$ cat src/rtl/switch_cfg_reg_bank.sv
// Configuration register bank for the chiplet switch: round-robin intake of
// switch-config flits, route-LUT / dateline storage and a read response port.
module switch_cfg_reg_bank #(
  parameter int         NUM_BUFFERS    = 4,
  parameter int         NUM_OUTPORTS   = 4,
  parameter int         NODE_ID_W      = 5,
  parameter int         LUT_DEPTH      = 16,
  parameter int         OUT_SEL_W      = $clog2(NUM_OUTPORTS),
  parameter int         ENTRY_W        = 1 + OUT_SEL_W + 2*NODE_ID_W,
  parameter logic [3:0] FMT_SWITCH_CFG = 4'hC,
  parameter int         PORT_W         = $clog2(NUM_BUFFERS)
) (
  input  logic                         clk,
  input  logic                         rst,
  input  logic [NODE_ID_W-1:0]         node_id,
  input  logic [NUM_BUFFERS-1:0]       in_valid,
  input  logic [NUM_BUFFERS*32-1:0]    in_payload,
  output logic [NUM_BUFFERS-1:0]       cfg_ready,
  output logic                         rsp_valid,
  input  logic                         rsp_ready,
  output logic [13:0]                  rsp_data,
  output logic                         rsp_err,
  output logic [PORT_W-1:0]            rsp_port,
  output logic [LUT_DEPTH*ENTRY_W-1:0] route_lut,
  output logic [NUM_OUTPORTS-1:0]      dateline,
  output logic [7:0]                   err_cnt
);

  localparam logic [7:0] ADDR_DL = 8'h15;
  localparam logic [7:0] ADDR_EC = 8'h16;

  logic [ENTRY_W-1:0]     lut [LUT_DEPTH];
  logic [PORT_W-1:0]      ptr;
  logic [NUM_BUFFERS-1:0] req;
  logic [NUM_BUFFERS-1:0] elig;
  logic [NUM_BUFFERS-1:0] grant;
  logic [PORT_W-1:0]      gnt_idx;
  logic [PORT_W-1:0]      cand_idx;
  logic                   found;
  int                     cand;
  logic                   rsp_free;
  logic                   any_grant;
  logic [31:0]            sel_pl;
  logic                   sel_rd;
  logic [7:0]             sel_addr;
  logic [13:0]            sel_data;
  logic                   hit_lut;
  logic                   hit_dl;
  logic                   hit_ec;
  logic                   unmapped;
  logic [13:0]            rd_data;
  logic                   unused_bits;

  assign rsp_free = !rsp_valid || rsp_ready;

  always_comb begin
    req  = '0;
    elig = '0;
    for (int i = 0; i < NUM_BUFFERS; i++) begin
      req[i] = in_valid[i]
        && (in_payload[32*i+28 +: 4] == FMT_SWITCH_CFG)
        && (in_payload[32*i+23 +: NODE_ID_W] == node_id);
      // a read may only issue if the response slot frees this cycle
      elig[i] = req[i] && (!in_payload[32*i+22] || rsp_free);
    end
  end

  always_comb begin
    grant    = '0;
    gnt_idx  = '0;
    cand_idx = '0;
    found    = 1'b0;
    cand     = 0;
    for (int off = 1; off <= NUM_BUFFERS; off++) begin
      cand = int'(ptr) + off;
      if (cand >= NUM_BUFFERS)
        cand = cand - NUM_BUFFERS;
      cand_idx = PORT_W'(cand);
      if (!found && elig[cand_idx]) begin
        found   = 1'b1;
        gnt_idx = cand_idx;
      end
    end
    if (found && !rst)
      grant[gnt_idx] = 1'b1;
  end

  assign cfg_ready = grant;
  assign any_grant = |grant;

  always_comb begin
    sel_pl = '0;
    for (int i = 0; i < NUM_BUFFERS; i++) begin
      if (grant[i])
        sel_pl = in_payload[32*i +: 32];
    end
  end

  assign sel_rd   = sel_pl[22];
  assign sel_addr = sel_pl[21:14];
  assign sel_data = sel_pl[13:0];

  assign hit_lut  = (sel_addr != 8'h00)
                 && (sel_addr <= 8'(LUT_DEPTH));
  assign hit_dl   = (sel_addr == ADDR_DL);
  assign hit_ec   = (sel_addr == ADDR_EC);
  assign unmapped = !(hit_lut || hit_dl || hit_ec);

  always_comb begin
    rd_data = '0;
    unique case (1'b1)
      hit_lut: begin
        for (int k = 0; k < LUT_DEPTH; k++) begin
          if (sel_addr == 8'(k + 1))
            rd_data = 14'(lut[k]);
        end
      end
      hit_dl:  rd_data = 14'(dateline);
      hit_ec:  rd_data = 14'(err_cnt);
      default: rd_data = '0;
    endcase
  end

  always_ff @(posedge clk or posedge rst) begin
    if (rst)
      ptr <= PORT_W'(NUM_BUFFERS - 1);
    else if (any_grant)
      ptr <= gnt_idx;
  end

  always_ff @(posedge clk or posedge rst) begin
    if (rst) begin
      for (int k = 0; k < LUT_DEPTH; k++)
        lut[k] <= '0;
    end else if (any_grant && !sel_rd) begin
      for (int k = 0; k < LUT_DEPTH; k++) begin
        if (sel_addr == 8'(k + 1))
          lut[k] <= sel_data[ENTRY_W-1:0];
      end
    end
  end

  always_ff @(posedge clk or posedge rst) begin
    if (rst)
      dateline <= '0;
    else if (any_grant && !sel_rd && hit_dl)
      dateline <= sel_data[NUM_OUTPORTS-1:0];
  end

  always_ff @(posedge clk or posedge rst) begin
    if (rst)
      err_cnt <= '0;
    else if (any_grant && unmapped && (err_cnt != 8'hFF))
      err_cnt <= err_cnt + 8'd1;
  end

  always_ff @(posedge clk or posedge rst) begin
    if (rst) begin
      rsp_valid <= 1'b0;
      rsp_data  <= '0;
      rsp_err   <= 1'b0;
      rsp_port  <= '0;
    end else if (any_grant && sel_rd) begin
      rsp_valid <= 1'b1;
      rsp_data  <= rd_data;
      rsp_err   <= unmapped;
      rsp_port  <= gnt_idx;
    end else if (rsp_valid && rsp_ready) begin
      rsp_valid <= 1'b0;
    end
  end

  for (genvar k = 0; k < LUT_DEPTH; k++) begin : g_flat
    assign route_lut[ENTRY_W*k +: ENTRY_W] = lut[k];
  end

  // payload bits outside the decoded fields for this configuration
  assign unused_bits = ^{in_payload, sel_data};

endmodule

$ cat config.mk
export PLATFORM = sky130hd
export DESIGN_NAME = switch_cfg_reg_bank
export DESIGN_NICKNAME = d
export VERILOG_FILES = /design/src/rtl/switch_cfg_reg_bank.sv
export SDC_FILE = /design/constraint.sdc
export NUM_CORES = 1
export LEC_CHECK = 0
export ABC_AREA = 1
export CORE_ASPECT_RATIO = 1.4
export CORE_MARGIN = 5
export CORE_UTILIZATION = 49
export DETAILED_ROUTE_END_ITERATION = 10
export GPL_ROUTABILITY_DRIVEN = 0
export PLACE_DENSITY_LB_ADDON = 0.15
export SLEW_MARGIN = 20
export SYNTH_ARGS = -nofsm -noshare
export SYNTH_HDL_FRONTEND = slang
export SYNTH_SLANG_ARGS = --single-unit
$ cat constraint.sdc
create_clock -name clk -period 10.18 [get_ports clk]
set_clock_uncertainty 0.1 [all_clocks]
set_input_delay 1.018 -clock clk [delete_from_list [all_inputs] [get_ports clk]]
set_output_delay 1.018 -clock clk [all_outputs]
set_load 0.01 [all_outputs]
==> design notes <==
The sequential fraction of the synthesis area is 0.442, and the total clock buffers created by CTS is 23. The most used flip-flop cell was dfrtp_1. The data arrival time reported for the critical path is 6.67 ns. The number of failing hold endpoints at the final stage is 0.

TritonCTS built the clock tree. The cell class contributing the biggest share of worst-path delay is simple AND/OR/NAND/NOR gates. Launching point of the worst reg2reg path: ptr[0].

The clock tree root buffer cell is clkbuf_16. The final layout contains routed wiring with a total length of 55.4 mm. The tools report the initial detailed-routing violation count as 1048. The start point of the worst min-delay path was rsp_data[11]. The run gives 0 for the total of max-cap violations. Per the OpenROAD power report, switching power amounts to 0.00102 W. The sequential power share came out at 0.374.

The run gives 0.000924 for the adder-cell share of the synthesized area. After synthesis, the chip area reported by Yosys is 13500 um2. The final period utilization came out at 0.623. STA shows the worst reg2reg path with a cell count of 26. The final antenna-violating net count is 0, and the port buffer count is 376. Final critical path time including I/O delays and setup: 6.34 ns. The largest stage delay on the critical path came out at 0.61 ns. The hold-critical path depth was 2; the site row count was 72. Sorting the synthesized cells by how often they occur yields 686 x nand2_1, 244 x o21ai_0, 237 x dfrtp_1. For the combined global-route utilization of all metal layers, the log shows 0.349. The run gives 0.00105 W as the sequential power. The cell count after synthesis is 1878, and the tally of filler cells in the layout is 2356.

The area after detailed placement is 17800 um2. Per the STA report, the cell with the highest stage delay on the worst path is clkdlybuf4s50_1. The pin count of the biggest net entering global routing was 118; the portion of netlist area occupied by mux cells was 0.

The later pin in the worst-skew pair is clocked with a latency of 0.53 ns. Yosys mapped a number of flops with a built-in enable equal to 0. Per report_power, the Clock row totals 0.000896 W. The flow ran to the end, and the final reports show no timing, DRC or antenna violations. With the fraction of the core area occupied by cells at floorplan at 0.493, the critical path required time is 10.50 ns. The first-pass GRT wire length was 82.7 mm. Total power normalized to cell area comes to 152 nW/um2. The H-tree depth reported by CTS came out at 1.

Type of element capturing the critical path: a flip-flop.
## worst max path at each step
| stage | startpoint | end | slack (ns) |
|---|---|---|---|
| floorplan | rst | err_cnt[7] | 1.56 |
| global placement | node_id[1] | rsp_data[5] | 3.48 |
| detailed placement | node_id[1] | rsp_data[5] | 3.43 |
| CTS | node_id[1] | rsp_data[5] | 3.96 |
| global route | node_id[0] | rsp_data[7] | 3.57 |
| finish | node_id[0] | rsp_data[5] | 3.84 |
## sequential cells by signal (all words and copies together), names as in the netlist
signal	count
dateline	4
err_cnt	8
ptr	2
route_lut	208
rsp_data	13
rsp_err	1
rsp_port	2
rsp_valid	1
## metrics by stage
stage	utilization	power [W]	std cells	setup WS, ns	hold slack, ns
finish	0.675	0.00282	2620	3.84	0.379
global route	0.675	0.00293	2620	3.57	0.417
CTS	0.675	0.00280	2618	3.96	0.382
detailed placement	0.646	0.00192	2577	3.43	0.364
global placement	0.646	0.00190	2576	3.48	0.367
floorplan	-	0.00149	1878	1.56	0.415
## layout make-up
type | instances | area [um2] | area share
Sequential cell | 239 | 5980 | 0.322
Timing Repair Buffer | 395 | 3910 | 0.211
Inverter | 169 | 644 | 0.0347
Clock buffer | 29 | 628 | 0.0339
Tap cell | 370 | 463 | 0.0249
Multi-Input combinational cell | 1405 | 6770 | 0.365
Antenna cell | 1 | 2.50 | 0.000135
Clock inverter | 12 | 148 | 0.00796
## metal layers
| metal | share of wire | vias to the layer above | global-route usage | wire length, um |
|---|---|---|---|---|
| li1 | - | 6810 | - | - |
| met1 | 0.35 | 7000 | 0.398 | 19200 |
| met2 | 0.49 | 769 | 0.608 | 27300 |
| met3 | 0.10 | 167 | 0.0826 | 5720 |
| met4 | 0.057 | 0 | 0.175 | 3140 |
| met5 | 0 | - | 0 | 0 |
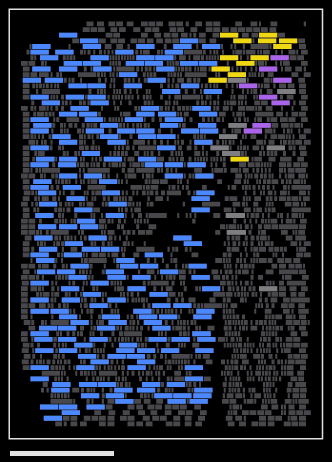
Figure 1: register map, names as in the netlist.
Bar = 50 um.
name in the netlist	color	flops
err_cnt	purple	8
rsp_data	yellow	13
route_lut	blue	208
not colored	10

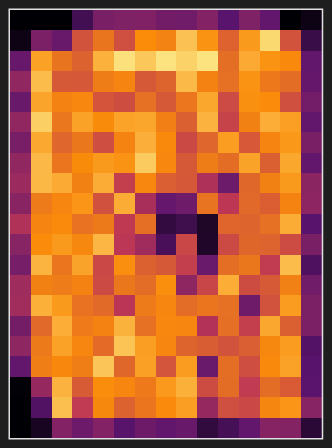
Figure 2: cell area per tile.
15 x 21 tiles, from black (low) to pale yellow (high), 0 to 100% covered.
mean over tiles	58%
nearly empty tiles	2.2%
tiles over 75% full	23%
fullest tile	94%

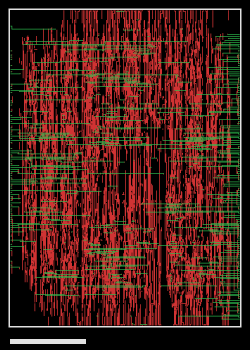
Figure 3: wiring by layer.
Bar = 50 um. Only two layers are drawn.
layer	color	wire length
met2	red	27.3 mm
met3	green	5720 um

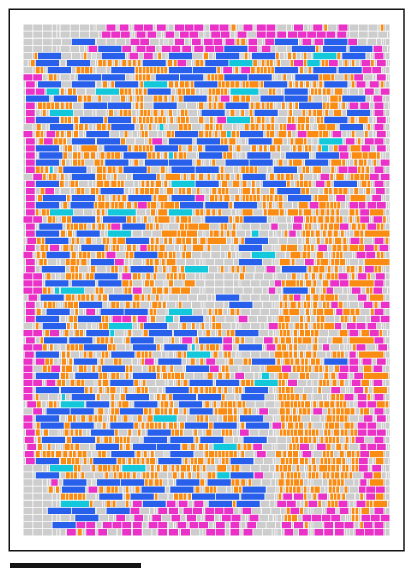
Figure 4: cell classes on the final placement.
Bar = 50 um. Fill, decap, tap and diode cells in gray.
class	color	cells
flops	blue	239
clock drivers and dummy loads	cyan	41
other buffers and delay cells	magenta	395
all other logic	orange	1574

Power and IR drop assume default switching activity.
